<file path="config.mk">
export PLATFORM = sky130hd
export DESIGN_NAME = load_store_unit
export DESIGN_NICKNAME = d
export VERILOG_FILES = /design/src/rtl/lsu_pkg.sv /design/src/rtl/lsu_align.sv /design/src/rtl/load_store_unit.sv
export SDC_FILE = /design/constraint.sdc
export NUM_CORES = 1
export LEC_CHECK = 0
export CORE_MARGIN = 10
export CORE_UTILIZATION = 47
export DETAILED_ROUTE_END_ITERATION = 12
export PLACE_DENSITY_LB_ADDON = 0.3
export SLEW_MARGIN = 20
export SYNTH_ARGS = -nofsm -noshare
export SYNTH_HDL_FRONTEND = slang
export SYNTH_SLANG_ARGS = --single-unit
</file>
<file path="constraint.sdc">
create_clock -name clk_150_mhz -period 5.05 [get_ports clk_150_mhz]
set_input_delay 1.01 -clock clk_150_mhz [delete_from_list [all_inputs] [get_ports clk_150_mhz]]
set_output_delay 1.01 -clock clk_150_mhz [all_outputs]
set_load 0.005 [all_outputs]
</file>
<file path="src/rtl/lsu_pkg.sv">
// Shared definitions for the load/store unit: access-size encodings,
// FSM state type and the alignment rule used to reject accesses.
package lsu_pkg;

  localparam logic [1:0] SIZE_B = 2'b00;
  localparam logic [1:0] SIZE_H = 2'b01;
  localparam logic [1:0] SIZE_W = 2'b10;

  typedef enum logic [2:0] {
    IDLE    = 3'd0,
    READ    = 3'd1,
    CAPTURE = 3'd2,
    WRITE   = 3'd3,
    DONE    = 3'd4
  } lsu_state_t;

  // Size 11 is treated as a misaligned access so it takes the reject path.
  function automatic logic is_misaligned(input logic [1:0] size, input logic [1:0] offset);
    logic bad;
    case (size)
      SIZE_B:  bad = 1'b0;
      SIZE_H:  bad = offset[0];
      SIZE_W:  bad = (offset != 2'b00);
      default: bad = 1'b1;
    endcase
    return bad;
  endfunction

endpackage

</file>
<file path="src/rtl/lsu_align.sv">
// Combinational lane logic: extracts/extends load data and merges
// sub-word store data into the word read back from memory.
module lsu_align
  import lsu_pkg::*;
(
  input  logic [31:0] mem_word,
  input  logic [1:0]  byte_offset,
  input  logic [1:0]  size,
  input  logic        is_unsigned,
  input  logic [31:0] store_data,
  output logic [31:0] load_value,
  output logic [31:0] merged_word
);

  logic [7:0]  byte_lane;
  logic [15:0] half_lane;

  assign byte_lane = mem_word[{byte_offset, 3'b000} +: 8];
  assign half_lane = mem_word[{byte_offset[1], 4'b0000} +: 16];

  always_comb begin
    load_value = mem_word;
    case (size)
      SIZE_B:  load_value = {{24{~is_unsigned & byte_lane[7]}}, byte_lane};
      SIZE_H:  load_value = {{16{~is_unsigned & half_lane[15]}}, half_lane};
      default: load_value = mem_word;
    endcase
  end

  // Each byte lane is either overwritten by the store or kept from memory.
  for (genvar gi = 0; gi < 4; gi++) begin : g_lane
    logic       lane_hit;
    logic [7:0] lane_src;

    always_comb begin
      lane_hit = 1'b1;
      lane_src = store_data[8*gi +: 8];
      case (size)
        SIZE_B: begin
          lane_hit = (byte_offset == 2'(gi));
          lane_src = store_data[7:0];
        end
        SIZE_H: begin
          lane_hit = (byte_offset[1] == 1'(gi / 2));
          lane_src = store_data[8*(gi % 2) +: 8];
        end
        default: begin
          lane_hit = 1'b1;
          lane_src = store_data[8*gi +: 8];
        end
      endcase
    end

    assign merged_word[8*gi +: 8] = lane_hit ? lane_src : mem_word[8*gi +: 8];
  end

endmodule

</file>
<file path="src/rtl/load_store_unit.sv">
// Load/store unit driving a word-wide synchronous-read data memory;
// sub-word stores are done as read-modify-write.
module load_store_unit
  import lsu_pkg::*;
#(
  parameter int datamem_width      = 32,
  parameter int data_mem_addr_depth = 12
) (
  input  logic                           clk_150_mhz,
  input  logic                           rst,
  input  logic                           lsu_req_valid,
  output logic                           lsu_req_ready,
  input  logic [31:0]                    lsu_addr,
  input  logic                           lsu_we,
  input  logic [1:0]                     lsu_size,
  input  logic                           lsu_unsigned,
  input  logic [31:0]                    lsu_wdata,
  output logic [31:0]                    lsu_rdata,
  output logic                           lsu_done,
  output logic                           lsu_misaligned,
  output logic [data_mem_addr_depth-1:0] datamem_addr,
  output logic [datamem_width-1:0]       datamem_write_data,
  output logic                           datamem_write_en,
  input  logic [datamem_width-1:0]       datamem_data_out
);

  lsu_state_t state_reg, state_next;

  logic [31:0] addr_reg;
  logic [1:0]  size_reg;
  logic        we_reg;
  logic        unsigned_reg;
  logic        misaligned_reg;
  logic [31:0] word_reg;
  logic [31:0] rdata_reg;
  logic [31:0] load_value;
  logic [31:0] merged_word;
  logic        accept;
  logic        req_misaligned;

  assign accept         = (state_reg == IDLE) && lsu_req_valid;
  assign req_misaligned = is_misaligned(lsu_size, lsu_addr[1:0]);

  lsu_align u_align (
    .mem_word    (datamem_data_out),
    .byte_offset (addr_reg[1:0]),
    .size        (size_reg),
    .is_unsigned (unsigned_reg),
    .store_data  (word_reg),
    .load_value  (load_value),
    .merged_word (merged_word)
  );

  always_ff @(posedge clk_150_mhz) begin
    if (rst) state_reg <= IDLE;
    else     state_reg <= state_next;
  end

  always_comb begin
    state_next = state_reg;
    case (state_reg)
      IDLE: begin
        if (lsu_req_valid) begin
          if (req_misaligned)                    state_next = DONE;
          else if (lsu_we && lsu_size == SIZE_W) state_next = WRITE;
          else                                   state_next = READ;
        end
      end
      READ:    state_next = CAPTURE;
      CAPTURE: state_next = we_reg ? WRITE : DONE;
      WRITE:   state_next = DONE;
      DONE:    state_next = IDLE;
      default: state_next = IDLE;
    endcase
  end

  always_comb begin
    lsu_req_ready    = (state_reg == IDLE);
    datamem_write_en = (state_reg == WRITE);
    lsu_done         = (state_reg == DONE);
    lsu_misaligned   = (state_reg == DONE) && misaligned_reg;
  end

  // word_reg holds store data from accept, then the merged word after CAPTURE.
  always_ff @(posedge clk_150_mhz) begin
    if (rst) begin
      addr_reg       <= '0;
      size_reg       <= '0;
      we_reg         <= 1'b0;
      unsigned_reg   <= 1'b0;
      misaligned_reg <= 1'b0;
      word_reg       <= '0;
      rdata_reg      <= '0;
    end else if (accept) begin
      addr_reg       <= lsu_addr;
      size_reg       <= lsu_size;
      we_reg         <= lsu_we;
      unsigned_reg   <= lsu_unsigned;
      misaligned_reg <= req_misaligned;
      word_reg       <= lsu_wdata;
    end else if (state_reg == CAPTURE) begin
      if (we_reg) word_reg  <= merged_word;
      else        rdata_reg <= load_value;
    end
  end

  assign datamem_addr       = addr_reg[data_mem_addr_depth+1:2];
  assign datamem_write_data = word_reg;
  assign lsu_rdata          = rdata_reg;

endmodule

</file>
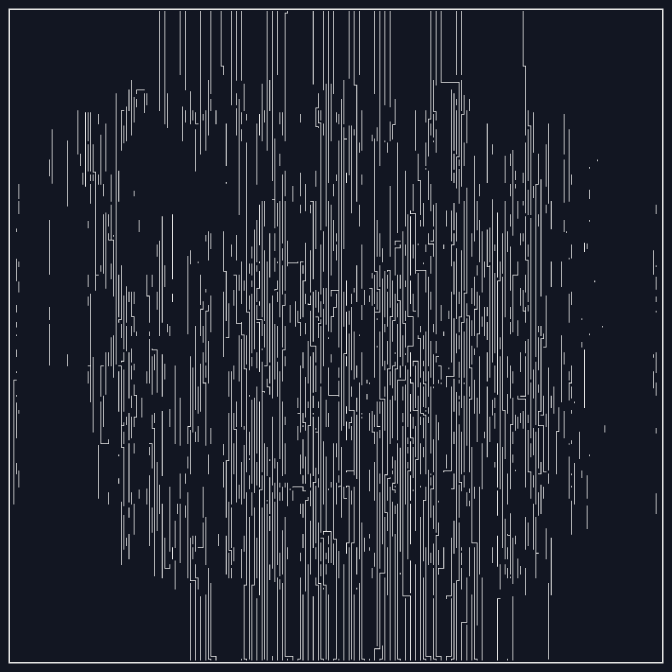
Fig. 1. The metal 2 layer (run 1).
The layer holds 49% of the routed length. The wires run mostly vertical. The layer carries 7570 um of wire. 633 nets have wire on it.
total number of vias: 4562
Total Wirelength: 15400 um
met2 usage: 0.365

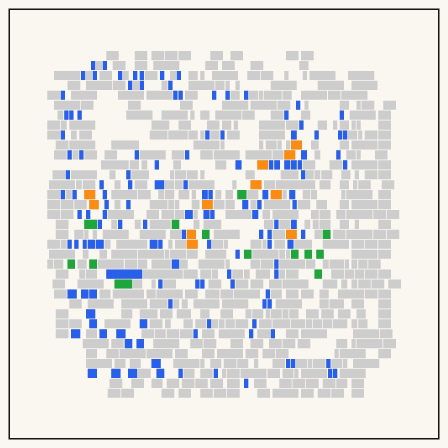
Fig. 2. Logic cells by family (run 1).
Key: and/or cells = green [cells 13]; non-inverting ao/oa cells = orange [cells 11]; nand cells = blue [cells 134]
Commonest Layout Cell: clkdlybuf4s50_1
non-filler cells, final: 790
combinational share of cell area: 0.387

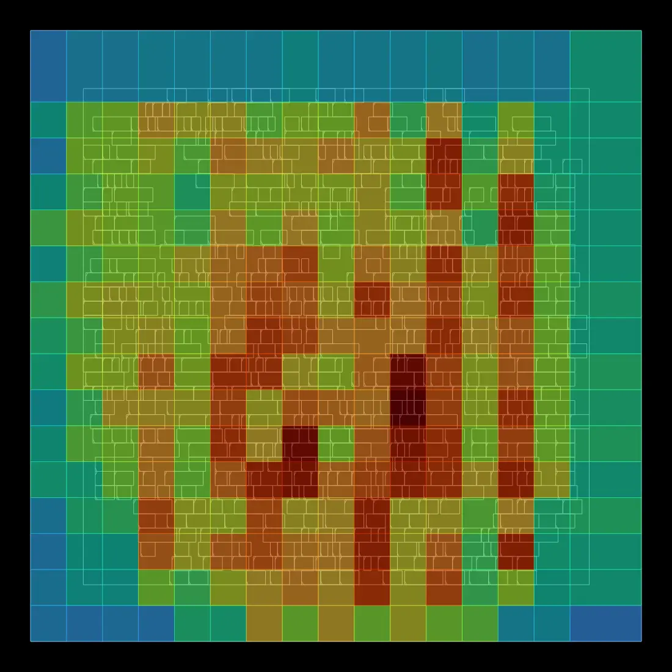
Fig. 3. Routing congestion map (run 1).
post-layout util: 0.673
met1 Use GR: 0.254
GRT Util Overall: 0.217
met3 Track Usage GR: 0.0545
WL/cell: 19.5 um

==> GITHUB_STEP_SUMMARY, run 1 <==
### Flow metrics

| Metric | Value |
|---|---|
| Clk latency late pin | `0.36 ns` |
| Top-count cell post-synth | `nand2_1` |
| Proportion of cell area spent on the clock network | `0.0360` |
| Final ANT Viol Nets | `0` |
| P_sw | `0.000531 W` |
| Mapped Area | `4440 um^2` |
| Combinational Power Share | `0.258` |
| Switching Fraction | `0.294` |
| Io pins | `183` |
| Min-Delay Endpoint | `misaligned_reg` |
| Largest logic family | `AND-OR/OR-AND gates` |
| Setup TNS | `0 ns` |
| Tool warnings | `44` |
| Final Hold Vio Count | `0` |
| Crit Path Class | `in2reg` |
| Post-Syn Nets | `633` |
| Net count, final | `759` |
| Flop area | `1720 um^2` |
| Total CTS buffers | `9` |
| HP Start | `misaligned_reg` |
| Floorplan core density | `0.481` |
| Combinational power | `0.000466 W` |
| Via density | `5.77` |
| Initial antenna violation count | `0` |
| PostCTS Resize Cnt | `0` |
| Most frequent logic cells in the routed design | `163 x clkdlybuf4s50_1, 97 x nand2_1, 84 x dfxtp_1` |
| Post-CTS setup buffer count | `0` |
| Yosys Instances | `530` |
| Logic area | `2410 um^2` |
| Hold depth | `2` |
| P per Cell Area | `291 nW/um^2` |
| Status | `complete, no violations` |
| Multi-input logic cell count | `385` |
| Syn_area_per_cell | `8.38 um^2` |
| Clock-pin slew on the worst setup and hold paths | `0.08 ns` |
| Fmax | `336 MHz` |
| Seq group | `0.000791 W` |
| Syn Inst Count | `530` |
| # diodes | `0` |
| Seq share, synth | `0.388` |
| MaxCap Viol Count | `0` |
| Complex Gates by Area | `0.241` |
| Final Slew Violations | `0` |
| R2R Setup Slk | `2.64 ns` |
| Yosys stat area | `4440 um^2` |
| Ys flop type | `dfxtp_1` |
| Yosys top cell by area | `dfxtp_1` |
| Worst Max-Slew Pin Slew | `1.02 ns` |
| Top delay family on crit path | `simple AND/OR/NAND/NOR gates` |
| Htree depth | `3` |
| Top post-synthesis cells by count | `97 x nand2_1, 86 x dfxtp_1, 44 x nor2_1` |
| Synth mux share | `0.0609` |
| Hold Slack | `0.456 ns` |
| Crit-path cells | `clkdlybuf4s50_1, or4b_4, o21ai_4, nand2_1, o221ai_1` |
| Most used routing layer | `met2` |
| Slowest cell delay on critical path | `0.72 ns` |
| Flop share of the area | `0.277` |
| Signal buffers | `169` |
| CP startpoint | `lsu_req_valid` |
| XOR Share, Synth | `0` |
| Ys async rst share | `0` |
| Top Metal Used | `met4` |
| Final Setup Violations | `0` |
| Clock power share | `0.304` |
| Largest Pwr Group | `registers` |
| HPWL after DPL | `11500 um` |
| Placed cell areas | `5980 um^2` |
| Simple share | `0.238` |
| Top area contributor share | `0.388` |
==> inputs of run 2 (changes only) <==
--- a/config.mk
+++ b/config.mk
@@ -6,7 +6,7 @@
 export NUM_CORES = 1
 export LEC_CHECK = 0
 export CORE_MARGIN = 10
-export CORE_UTILIZATION = 47
+export CORE_UTILIZATION = 39
 export DETAILED_ROUTE_END_ITERATION = 12
 export PLACE_DENSITY_LB_ADDON = 0.3
 export SLEW_MARGIN = 20
==> constraint.sdc (replaced) <==
create_clock -name clk_150_mhz -period 2.42 [get_ports clk_150_mhz]
set_input_delay 0.484 -clock clk_150_mhz [delete_from_list [all_inputs] [get_ports clk_150_mhz]]
set_output_delay 0.484 -clock clk_150_mhz [all_outputs]
set_load 0.005 [all_outputs]
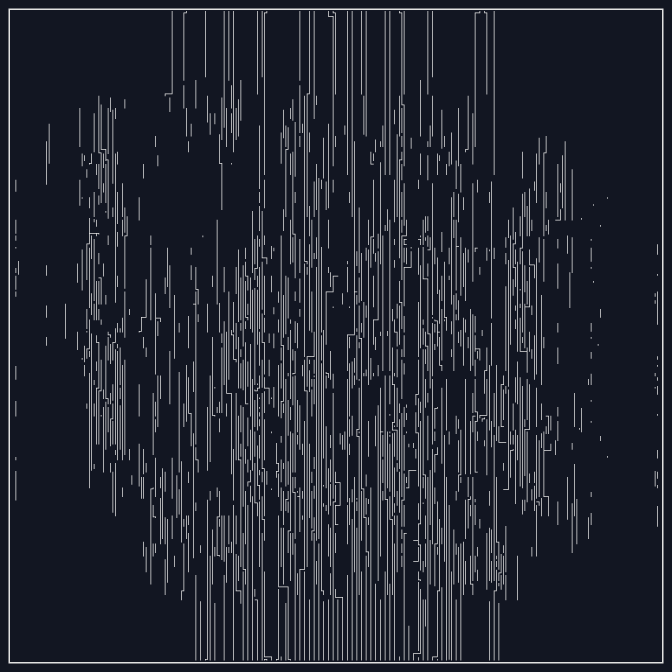
Fig. 4. The metal 2 layer (run 2).
The layer carries 7780 um of wire. The wires run mostly vertical.
total number of vias: 4536
Total Wirelength: 16000 um
met2 usage: 0.321

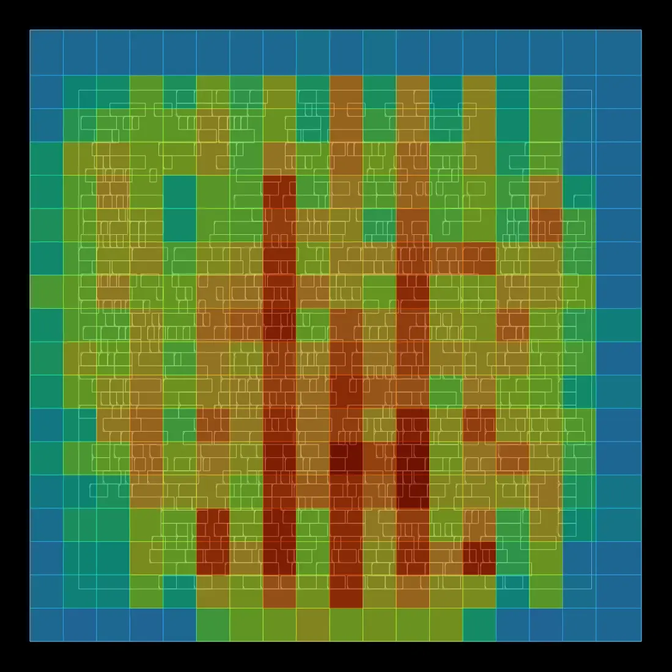
Fig. 5. Routing congestion map (run 2).
post-layout util: 0.580
most used routing layer: met2
met1 Use GR: 0.230

==> GITHUB_STEP_SUMMARY, run 2 <==
### Flow metrics

| Metric | Value |
|---|---|
| Status | `complete, no violations (unchanged)` |
| MaxCap Viol Count | `0 (unchanged)` |
| Via density | `5.59 (was 5.77)` |
| Floorplan core density | `0.404 (was 0.481)` |
| Io pins | `183 (unchanged)` |
| Final Hold Vio Count | `0 (unchanged)` |
| Setup TNS | `0 ns (unchanged)` |
| Combinational share of cell area | `0.377 (was 0.387)` |
| Top area contributor share | `0.388 (unchanged)` |
| Signal buffers | `181 (was 169)` |
| Tool warnings | `44 (unchanged)` |
| Placed cell areas | `6090 um^2 (was 5980 um^2)` |
| HPWL after DPL | `12500 um (was 11500 um)` |
| R2R cell count | `4 (unchanged)` |
| Syn_area_per_cell | `8.38 um^2 (unchanged)` |
| Final Setup Violations | `0 (unchanged)` |
| P_sw | `0.00114 W (was 0.000531 W)` |
| P per Cell Area | `628 nW/um^2 (was 291 nW/um^2)` |
| Largest Pwr Group | `registers (unchanged)` |
| Ys flop type | `dfxtp_1 (unchanged)` |
| Htree depth | `3 (unchanged)` |
| Top-count cell post-synth | `nand2_1 (unchanged)` |
| Seq group | `0.00164 W (was 0.000791 W)` |
| Most frequent logic cells in the routed design | `163 x clkdlybuf4s50_1, 97 x nand2_1, 84 x dfxtp_1 (unchanged)` |
| Proportion of cell area spent on the clock network | `0.0438 (was 0.0360)` |
| Logic area | `2400 um^2 (was 2410 um^2)` |
| Commonest Layout Cell | `clkdlybuf4s50_1 (unchanged)` |
| Row count | `38 (was 35)` |
| Critical path endpoint | `lsu_req_ready (was datamem_write_data[20])` |
| Min-Delay Endpoint | `addr_reg[6] (was misaligned_reg)` |
| Slowest cell delay on critical path | `0.60 ns (was 0.72 ns)` |
| Syn Inst Count | `530 (unchanged)` |
| CP Max Fanout | `10 (was 38)` |
| Clk latency late pin | `0.33 ns (was 0.36 ns)` |
| Largest logic family | `AND-OR/OR-AND gates (unchanged)` |
| Flop share of the area | `0.271 (was 0.277)` |
| Switching Fraction | `0.285 (was 0.294)` |
| Fillers | `1064 (was 757)` |
| Clock-pin slew on the worst setup and hold paths | `0.06 ns (was 0.08 ns)` |
| Flop area | `1720 um^2 (unchanged)` |
| Yosys Instances | `530 (unchanged)` |
| Mapped Area | `4440 um^2 (unchanged)` |
| Multi-input logic cell count | `385 (unchanged)` |
| Initial antenna violation count | `0 (unchanged)` |
| Combinational Power Share | `0.255 (was 0.258)` |
| CP startpoint | `state_reg[0] (was lsu_req_valid)` |
| Top Metal Used | `met4 (unchanged)` |
| Net count, final | `771 (was 759)` |
| Final Slew Violations | `0 (unchanged)` |
| Hold Slack | `0.456 ns (about the same)` |
| Fmax | `444 MHz` |
| R2R Setup Slk | `0.38 ns (was 2.64 ns)` |
| Ys async rst share | `0 (unchanged)` |
| Clock power share | `0.336 (was 0.304)` |
| Non-filler cells, final | `811 (was 790)` |
| Complex Gates by Area | `0.241 (unchanged)` |
| Synth mux share | `0.0609 (unchanged)` |
| Simple share | `0.238 (unchanged)` |
| HP Start | `addr_reg[6] (was misaligned_reg)` |
| Top post-synthesis cells by count | `97 x nand2_1, 86 x dfxtp_1, 44 x nor2_1 (unchanged)` |
| CTS Root Cell | `clkbuf_16 (was clkbuf_8)` |
| XOR Share, Synth | `0 (unchanged)` |
| Crit-path cells | `nor3_1, clkdlybuf4s50_1 (was clkdlybuf4s50_1, or4b_4, o21ai_4, nand2_1, o221ai_1)` |
| Yosys stat area | `4440 um^2 (unchanged)` |
| Post-CTS setup buffer count | `0 (unchanged)` |
| Hold depth | `2 (unchanged)` |
| Combinational power | `0.00102 W (was 0.000466 W)` |
| Final ANT Viol Nets | `0 (unchanged)` |
| DRT iter0 DRCs | `338 (was 342)` |
| Reg power frac | `0.409 (was 0.438)` |
| Crit Path Class | `reg2out (was in2reg)` |
| Post-Syn Nets | `633 (unchanged)` |
| PostCTS Resize Cnt | `0 (unchanged)` |
| Clock net power | `0.00135 W (was 0.000549 W)` |
| Worst Max-Slew Pin Slew | `0.699 ns (was 1.02 ns)` |
| Seq share, synth | `0.388 (unchanged)` |
| Total CTS buffers | `9 (unchanged)` |
| Yosys top cell by area | `dfxtp_1 (unchanged)` |
| Met3 Track Usage GR | `0.0633 (was 0.0545)` |
| Top delay family on crit path | `buffers and inverters (was simple AND/OR/NAND/NOR gates)` |
| Biggest Area Class | `logic gates (unchanged)` |
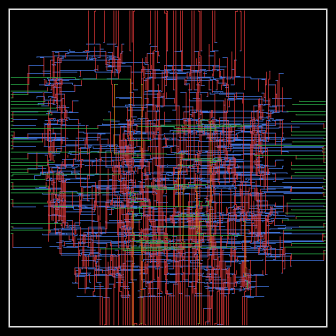
Fig. 6. Metal layers overlaid (run 2).
Key: M4 = orange [wire length 338 um]; M2 = red [wire length 7780 um]; M3 = green [wire length 1410 um]; M1 = blue [wire length 6510 um]
WL/cell: 19.8 um
GRT Util Overall: 0.192

Power figures rest on the tool's default switching activity, not on a simulated workload.
